## src/rtl/uart_frame_sequencer.sv

```systemverilog
// UART frame sequencer: slices a packet into bytes (MSB byte first) and shifts each out as a UART frame.
// Optional parity bit in each frame is compiled in with `define UART_SEQ_PARITY_EN.
module uart_frame_sequencer #(
    parameter int PACKET_SIZE  = 32,
    parameter int CLKS_PER_BIT = 16
) (
    input  logic                                        i_clk,
    input  logic                                        i_rst,
    input  logic [PACKET_SIZE-1:0]                      i_pkt_data,
    input  logic                                        i_pkt_valid,
    output logic                                        o_pkt_ready,
    output logic                                        o_tx_serial,
    output logic                                        o_busy,
    output logic                                        o_frame_start,
    output logic                                        o_pkt_done,
    output logic [$clog2(((PACKET_SIZE+7)/8)+1)-1:0]    o_byte_index
);

    localparam int NUM_BYTES = (PACKET_SIZE + 7) / 8;
    localparam int IW        = $clog2(NUM_BYTES + 1);
    localparam int PAD_W     = NUM_BYTES * 8;
    localparam int CW        = $clog2(CLKS_PER_BIT);
`ifdef UART_SEQ_PARITY_EN
    localparam int FRAME_BITS = 11;
`else
    localparam int FRAME_BITS = 10;
`endif
    localparam logic [CW-1:0] CLK_LAST = CW'(CLKS_PER_BIT - 1);
    localparam logic [CW-1:0] CLK_ONE  = CW'(1);
    localparam logic [3:0]    BIT_LAST = 4'(FRAME_BITS - 1);
    localparam logic [IW-1:0] IDX_LAST = IW'(NUM_BYTES - 1);
    localparam logic [IW-1:0] IDX_ONE  = IW'(1);

    typedef enum logic [1:0] {
        S_IDLE = 2'd0,
        S_LOAD = 2'd1,
        S_SEND = 2'd2,
        S_DONE = 2'd3
    } state_t;

    state_t                  r_state;
    state_t                  w_state_nxt;
    logic [PACKET_SIZE-1:0]  r_pkt;
    logic [FRAME_BITS-1:0]   r_shift;
    logic [CW-1:0]           r_clk_cnt;
    logic [3:0]              r_bit_cnt;
    logic [IW-1:0]           r_byte_index;
    logic                    w_bit_end;
    logic                    w_frame_end;
    logic [PAD_W-1:0]        w_padded;
    logic [31:0]             w_shamt;
    logic [7:0]              w_byte;
    logic [FRAME_BITS-1:0]   w_frame;
    logic                    w_tx_nxt;

    function automatic logic f_parity(input logic [7:0] d);
        return ^d;
    endfunction

    assign w_bit_end    = (r_state == S_SEND) && (r_clk_cnt == CLK_LAST);
    assign w_frame_end  = w_bit_end && (r_bit_cnt == BIT_LAST);
    assign o_byte_index = r_byte_index;

    // Left-align the packet so a short final byte lands in the MSBs with zero-filled LSBs.
    always_comb begin
        w_padded                           = '0;
        w_padded[PAD_W-1 -: PACKET_SIZE]   = r_pkt;
        w_shamt = 32'(PAD_W - 8) - (32'd8 * 32'(r_byte_index));
        w_byte  = 8'(w_padded >> w_shamt);
`ifdef UART_SEQ_PARITY_EN
        w_frame = {1'b1, f_parity(w_byte), w_byte, 1'b1};
`else
        w_frame = {1'b1, w_byte, 1'b1};
`endif
    end

    // State register.
    always_ff @(posedge i_clk or posedge i_rst) begin
        if (i_rst) begin
            r_state <= S_IDLE;
        end else begin
            r_state <= w_state_nxt;
        end
    end

    // Next-state logic.
    always_comb begin
        w_state_nxt = r_state;
        case (r_state)
            S_IDLE:  w_state_nxt = i_pkt_valid ? S_LOAD : S_IDLE;
            S_LOAD:  w_state_nxt = S_SEND;
            S_SEND: begin
                if (w_frame_end) begin
                    w_state_nxt = (r_byte_index < IDX_LAST) ? S_LOAD : S_DONE;
                end else begin
                    w_state_nxt = S_SEND;
                end
            end
            S_DONE:  w_state_nxt = S_IDLE;
            default: w_state_nxt = S_IDLE;
        endcase
    end

    // Next serial bit: frame LSB on load, next shift bit at a bit boundary, idle low otherwise.
    always_comb begin
        w_tx_nxt = 1'b0;
        case (r_state)
            S_LOAD: w_tx_nxt = w_frame[0];
            S_SEND: begin
                if (w_frame_end) begin
                    w_tx_nxt = 1'b0;
                end else if (w_bit_end) begin
                    w_tx_nxt = r_shift[1];
                end else begin
                    w_tx_nxt = r_shift[0];
                end
            end
            default: w_tx_nxt = 1'b0;
        endcase
    end

    // Registered outputs, decoded from the state being entered.
    always_ff @(posedge i_clk or posedge i_rst) begin
        if (i_rst) begin
            o_pkt_ready   <= 1'b1;
            o_busy        <= 1'b0;
            o_frame_start <= 1'b0;
            o_pkt_done    <= 1'b0;
            o_tx_serial   <= 1'b0;
        end else begin
            o_pkt_ready   <= (w_state_nxt == S_IDLE);
            o_busy        <= (w_state_nxt != S_IDLE);
            o_frame_start <= (w_state_nxt == S_LOAD);
            o_pkt_done    <= (w_state_nxt == S_DONE);
            o_tx_serial   <= w_tx_nxt;
        end
    end

    // Packet copy, frame shifter, bit/clock counters and byte index.
    always_ff @(posedge i_clk or posedge i_rst) begin
        if (i_rst) begin
            r_pkt        <= '0;
            r_shift      <= '0;
            r_clk_cnt    <= '0;
            r_bit_cnt    <= 4'd0;
            r_byte_index <= '0;
        end else begin
            case (r_state)
                S_IDLE: begin
                    if (i_pkt_valid) begin
                        r_pkt        <= i_pkt_data;
                        r_byte_index <= '0;
                    end else begin
                        r_byte_index <= '0;
                    end
                end
                S_LOAD: begin
                    r_shift   <= w_frame;
                    r_clk_cnt <= '0;
                    r_bit_cnt <= 4'd0;
                end
                S_SEND: begin
                    if (w_frame_end) begin
                        r_clk_cnt <= '0;
                        if (r_byte_index < IDX_LAST) begin
                            r_byte_index <= r_byte_index + IDX_ONE;
                        end else begin
                            r_byte_index <= r_byte_index;
                        end
                    end else if (w_bit_end) begin
                        r_clk_cnt <= '0;
                        r_bit_cnt <= r_bit_cnt + 4'd1;
                        r_shift   <= {1'b0, r_shift[FRAME_BITS-1:1]};
                    end else begin
                        r_clk_cnt <= r_clk_cnt + CLK_ONE;
                    end
                end
                S_DONE: begin
                    r_byte_index <= '0;
                end
                default: begin
                    r_byte_index <= '0;
                end
            endcase
        end
    end

endmodule

```

## config.mk

```make
export PLATFORM = sky130hd
export DESIGN_NAME = uart_frame_sequencer
export DESIGN_NICKNAME = d
export VERILOG_FILES = /design/src/rtl/uart_frame_sequencer.sv
export SDC_FILE = /design/constraint.sdc
export NUM_CORES = 1
export LEC_CHECK = 0
export CORE_MARGIN = 8
export CORE_UTILIZATION = 55
export CTS_BUF_LIST = sky130_fd_sc_hd__clkbuf_8
export DETAILED_ROUTE_END_ITERATION = 10
export GPL_TIMING_DRIVEN = 0
export PLACE_DENSITY = 0.82
export SETUP_SLACK_MARGIN = 0.02
export SYNTH_ARGS = -nofsm -noshare
export SYNTH_HDL_FRONTEND = slang
export SYNTH_SLANG_ARGS = --single-unit
```

## constraint.sdc

```tcl
create_clock -name i_clk -period 2.3 [get_ports i_clk]
set_input_delay 0.69 -clock i_clk [delete_from_list [all_inputs] [get_ports i_clk]]
set_output_delay 0.69 -clock i_clk [all_outputs]
set_load 0.02 [all_outputs]
```

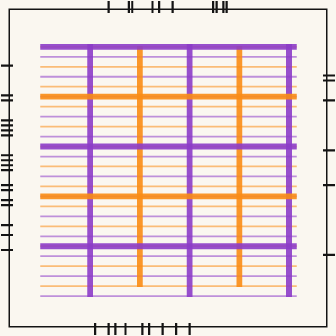
Fig. 1. Power grid (run 1).
Pins as bars on the die edge.
[VSS] purple
[VDD] orange
rows: 25
signal pins: 43

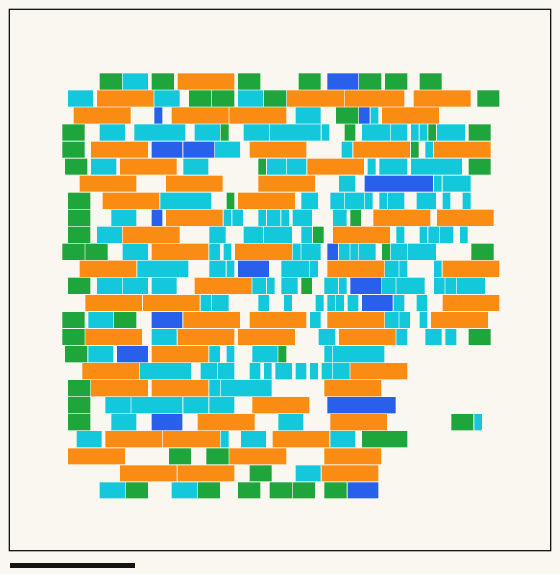
Fig. 2. Cell classes on the final placement (run 1).
The bar under the picture is 20 um long.
[clock drivers and dummy loads] blue | cells: 16
[other buffers and delay cells] green | cells: 54
[flip-flops] orange | cells: 60
[all other logic] cyan | cells: 141

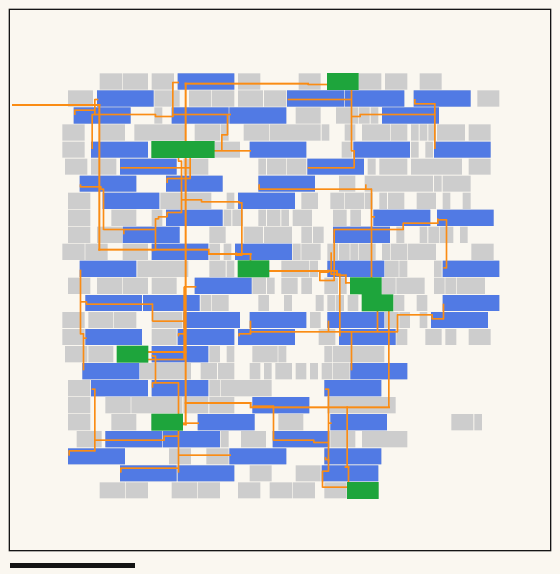
Fig. 3. Routed clock nets over the placement (run 1).
The bar under the picture is 20 um long.
[cells driving clock nets] green | count: 9
[clock wires] orange | length: 777 um
[flip-flops] blue | count: 60
routed clock nets: 10
Final Skew: 8.00 ps
clock share of power: 47.7%

==> deck_impl_summary.md, run 1 <==
Key Metrics from the Run

Final layout
  • Area grow syn2layout: 27.3%
  • Nets: a little over 300
  • Final instance area: between 0.003 and 0.004 mm2
  • Non-Clock Buffer Count: approximately 54
  • Seq/total area: a little over two fifths
  • Inverter count: 12
  • Layout cells sized above 1: about a quarter
  • Top logic cells by instance count in the layout: 59 x dfrtp_1, 42 x clkdlybuf4s50_1, 32 x mux2_2
  • Largest register by flop count: r_pkt
  • Biggest regs: r_pkt (32), r_shift (10)
  • Final-layout clock buffer total: 10
  • MI comb area: around 0.0011 mm2
  • Filler cells: roughly 340
  • Comb gates: between 100 and 150
  • Largest register FFs: 32
  • Commonest Layout Cell: dfrtp_1
  • Ant. Diodes: 0
  • Seq_cells: around 60

Power
  • Leakage power figure: ~0.0016 uW
  • P_seq: 1060 uW
  • Combinational power: roughly 82 uW
  • Reg power frac: around 49%
  • Clock-net power: around 1000 uW
  • Comb power frac: 3.8%
  • P_sw: approximately 440 uW
  • Cell Int Power: between 1500 and 2000 uW
  • Max VDD drop: ~0.00042 V

Placed design
  • Post-DP HPWL: 3.98 mm

Floorplanning
  • Floorplan utilization: about 57%
  • CORE AREA: about 0.0048 mm2
  • Std-Cell Rows: 25
  • Chip height: between 80 and 90 um
  • I/O pins: 43
  • Die x size: roughly 86 um

Timing
  • Slew Limit Fails: 0
  • Fin. Hold Viols: 0
  • Setup TNS: 0 ps
  • Final Cycle Share: around 93%
  • Final Setup Violations: 0

Clock network
  • Clock transition at the registers of the reported paths: 60 ps
  • Clk root buf: clkbuf_8
  • # hold bufs at CTS: 0
  • Clock latency at the later pin of the worst-skew pair: about 340 ps
  • Cts repair resizes: 0
  • CTS Buffer Depth: 2
  • Number of clock buffers inserted by TritonCTS: 9

Yosys
  • Synth Area in Simple Gates: under 10%
  • Avg Inst Size Synth: 12.8 um2
  • Top cells by count: 59 x dfrtp_1, 32 x mux2_2, 17 x nor2_1
  • Syn. warnings: 0
  • Area share, top type: between 50% and 60%
  • Yosys chip area: between 0.002 and 0.003 mm2
  • Cell type with the largest total area: dfrtp_1
  • Yosys xor share: less than 1%
  • Post-synth ARST share: 100%
  • Synthesized cell area: roughly 0.0027 mm2
  • Synth cell types: 34

Global route
  • Total gr overflow: 0
  • Largest net degree at the start of global routing: 32
  • Gr busiest metal: met2
  • Initial antenna violation count: 0
  • Met3 Resource Use GR: under 10%
  • Vias in the first global route: 2122

Routing
  • Post-DR vias/cell: roughly 5.5
  • Wire length on met3: 328 um
  • Met2 wire length: about 2.8 mm
  • Routed length per placed instance: approximately 17 um
  • Met1 WL: approximately 2.4 mm

Setup path
  • Crit path to: o_pkt_ready
  • Critical Path, Cell by Cell: clkdlybuf4s50_1
  • Max incr delay on CP: approximately 600 ps
  • R2R Path Start: r_state[0]
  • Startpoint Class: register
  • Worst r2r dst: r_shift[2]
  • CP startpoint: o_pkt_ready

Run
  • Tool warnings: 30

Outcome
  • Outcome: complete, no violations
==> inputs of run 2 (changes only) <==
Settings changed: CTS_CLUSTER_DIAMETER set to 30.
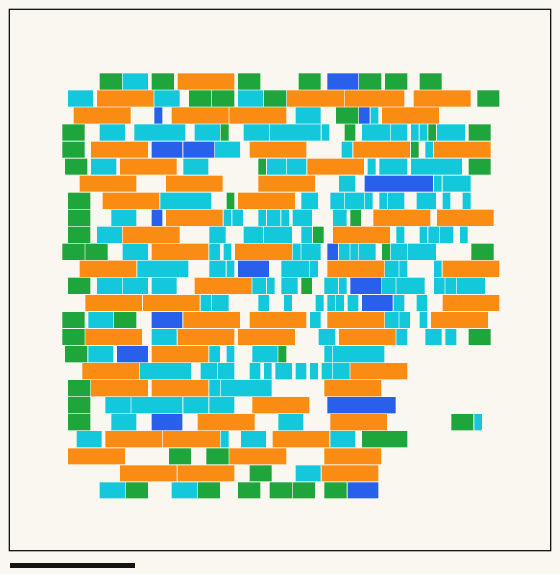
Fig. 4. Cell classes on the final placement (run 2).
The bar under the picture is 20 um long.
[flip-flops] orange | cells: 60
[clock drivers and dummy loads] blue | cells: 16
[other buffers and delay cells] green | cells: 54
[all other logic] cyan | cells: 141

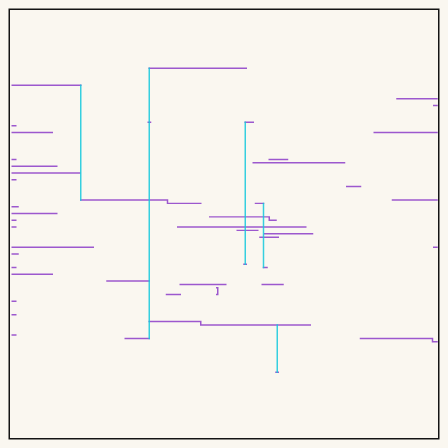
Fig. 5. Signal wires by layer (run 2).
Two of the layers only.
[met4] cyan | wire length: 129 um
[met3] purple | wire length: 329 um

==> run 2 against run 1 <==
Compared with the run above: worst hold slack is the same; non-clock buffer count stayed put; sequential power hardly changed; first-iteration DRC count unchanged; cell count stayed put; total power unchanged; largest cell class unchanged.
==> deck_impl_summary.md, run 2 <==
Key Metrics from the Run

Final layout
  • Final instance area: 0.00345 mm2 (unchanged)
  • MI comb area: 0.00112 mm2 (unchanged)
  • Largest register by flop count: r_pkt
  • Filler cells: 341 (unchanged)
  • Seq/total area: 43.5% (unchanged)
  • Seq_cells: 60 (unchanged)
  • Ant. Diodes: 0 (unchanged)
  • Largest register FFs: 32 (unchanged)
  • Nets: 309 (unchanged)
  • Comb gates: 129 (unchanged)
  • Area grow syn2layout: 27.3% (unchanged)
  • Inverter count: 12 (unchanged)
  • Commonest Layout Cell: dfrtp_1

Power
  • Clock share of power: 47.7% (about the same)
  • Combinational power: 81.9 uW (about the same)
  • Leakage power figure: 0.00164 uW (unchanged)
  • P_seq: 1060 uW (about the same)
  • Reg power frac: 48.5% (about the same)
  • Comb power frac: 3.8% (about the same)
  • Max VDD drop: 0.000424 V (unchanged)
  • Clock-net power: 1040 uW (about the same)
  • P_sw: 436 uW (unchanged)
  • Cell Int Power: 1740 uW (unchanged)

Clock network
  • # hold bufs at CTS: 0 (unchanged)
  • Clock latency at the later pin of the worst-skew pair: 340 ps (about the same)
  • CTS Buffer Depth: 2 (unchanged)
  • Clock transition at the registers of the reported paths: 60 ps (about the same)
  • Number of clock buffers inserted by TritonCTS: 9 (unchanged)
  • Cts repair resizes: 0 (unchanged)
  • Clk root buf: clkbuf_8

Setup path
  • CP startpoint: o_pkt_ready
  • R2R Path Start: r_state[0]
  • Critical Path, Cell by Cell: clkdlybuf4s50_1
  • Crit path to: o_pkt_ready
  • Max incr delay on CP: 600 ps (about the same)

Yosys
  • Top cells by count: 59 x dfrtp_1, 32 x mux2_2, 17 x nor2_1
  • Synth cell types: 34 (unchanged)
  • Post-synth ARST share: 100% (unchanged)
  • Yosys xor share: 0.323% (unchanged)
  • Cell type with the largest total area: dfrtp_1
  • Yosys chip area: 0.00271 mm2 (unchanged)
  • Area share, top type: 54.5% (unchanged)
  • Syn. warnings: 0 (unchanged)

Global route
  • Initial antenna violation count: 0 (unchanged)
  • Largest net degree at the start of global routing: 32 (unchanged)
  • Vias in the first global route: 2122 (unchanged)
  • Total gr overflow: 0 (unchanged)
  • Met3 Resource Use GR: 5.58% (unchanged)

Floorplanning
  • Die x size: 86.2 um (unchanged)
  • CORE AREA: 0.00475 mm2 (unchanged)
  • Chip height: 86.2 um (unchanged)
  • Std-Cell Rows: 25 (unchanged)
  • Floorplan utilization: 57.0% (unchanged)
  • I/O pins: 43 (unchanged)

Timing
  • Fin. Hold Viols: 0 (unchanged)
  • Setup TNS: 0 ps (unchanged)
  • Final Cycle Share: 93.0% (unchanged)
  • Slew Limit Fails: 0 (unchanged)
  • Final Setup Violations: 0 (unchanged)

Routing
  • Met1 WL: 2.41 mm (unchanged)
  • Wire length on met3: 328 um (unchanged)
  • Post-DR vias/cell: 5.51 (unchanged)

Outcome
  • Outcome: complete, no violations

Placed design
  • Post-DP HPWL: 3.98 mm (unchanged)

Run
  • Tool warnings: 30 (unchanged)
No activity file was given, so power comes from the tool's default toggle rates.
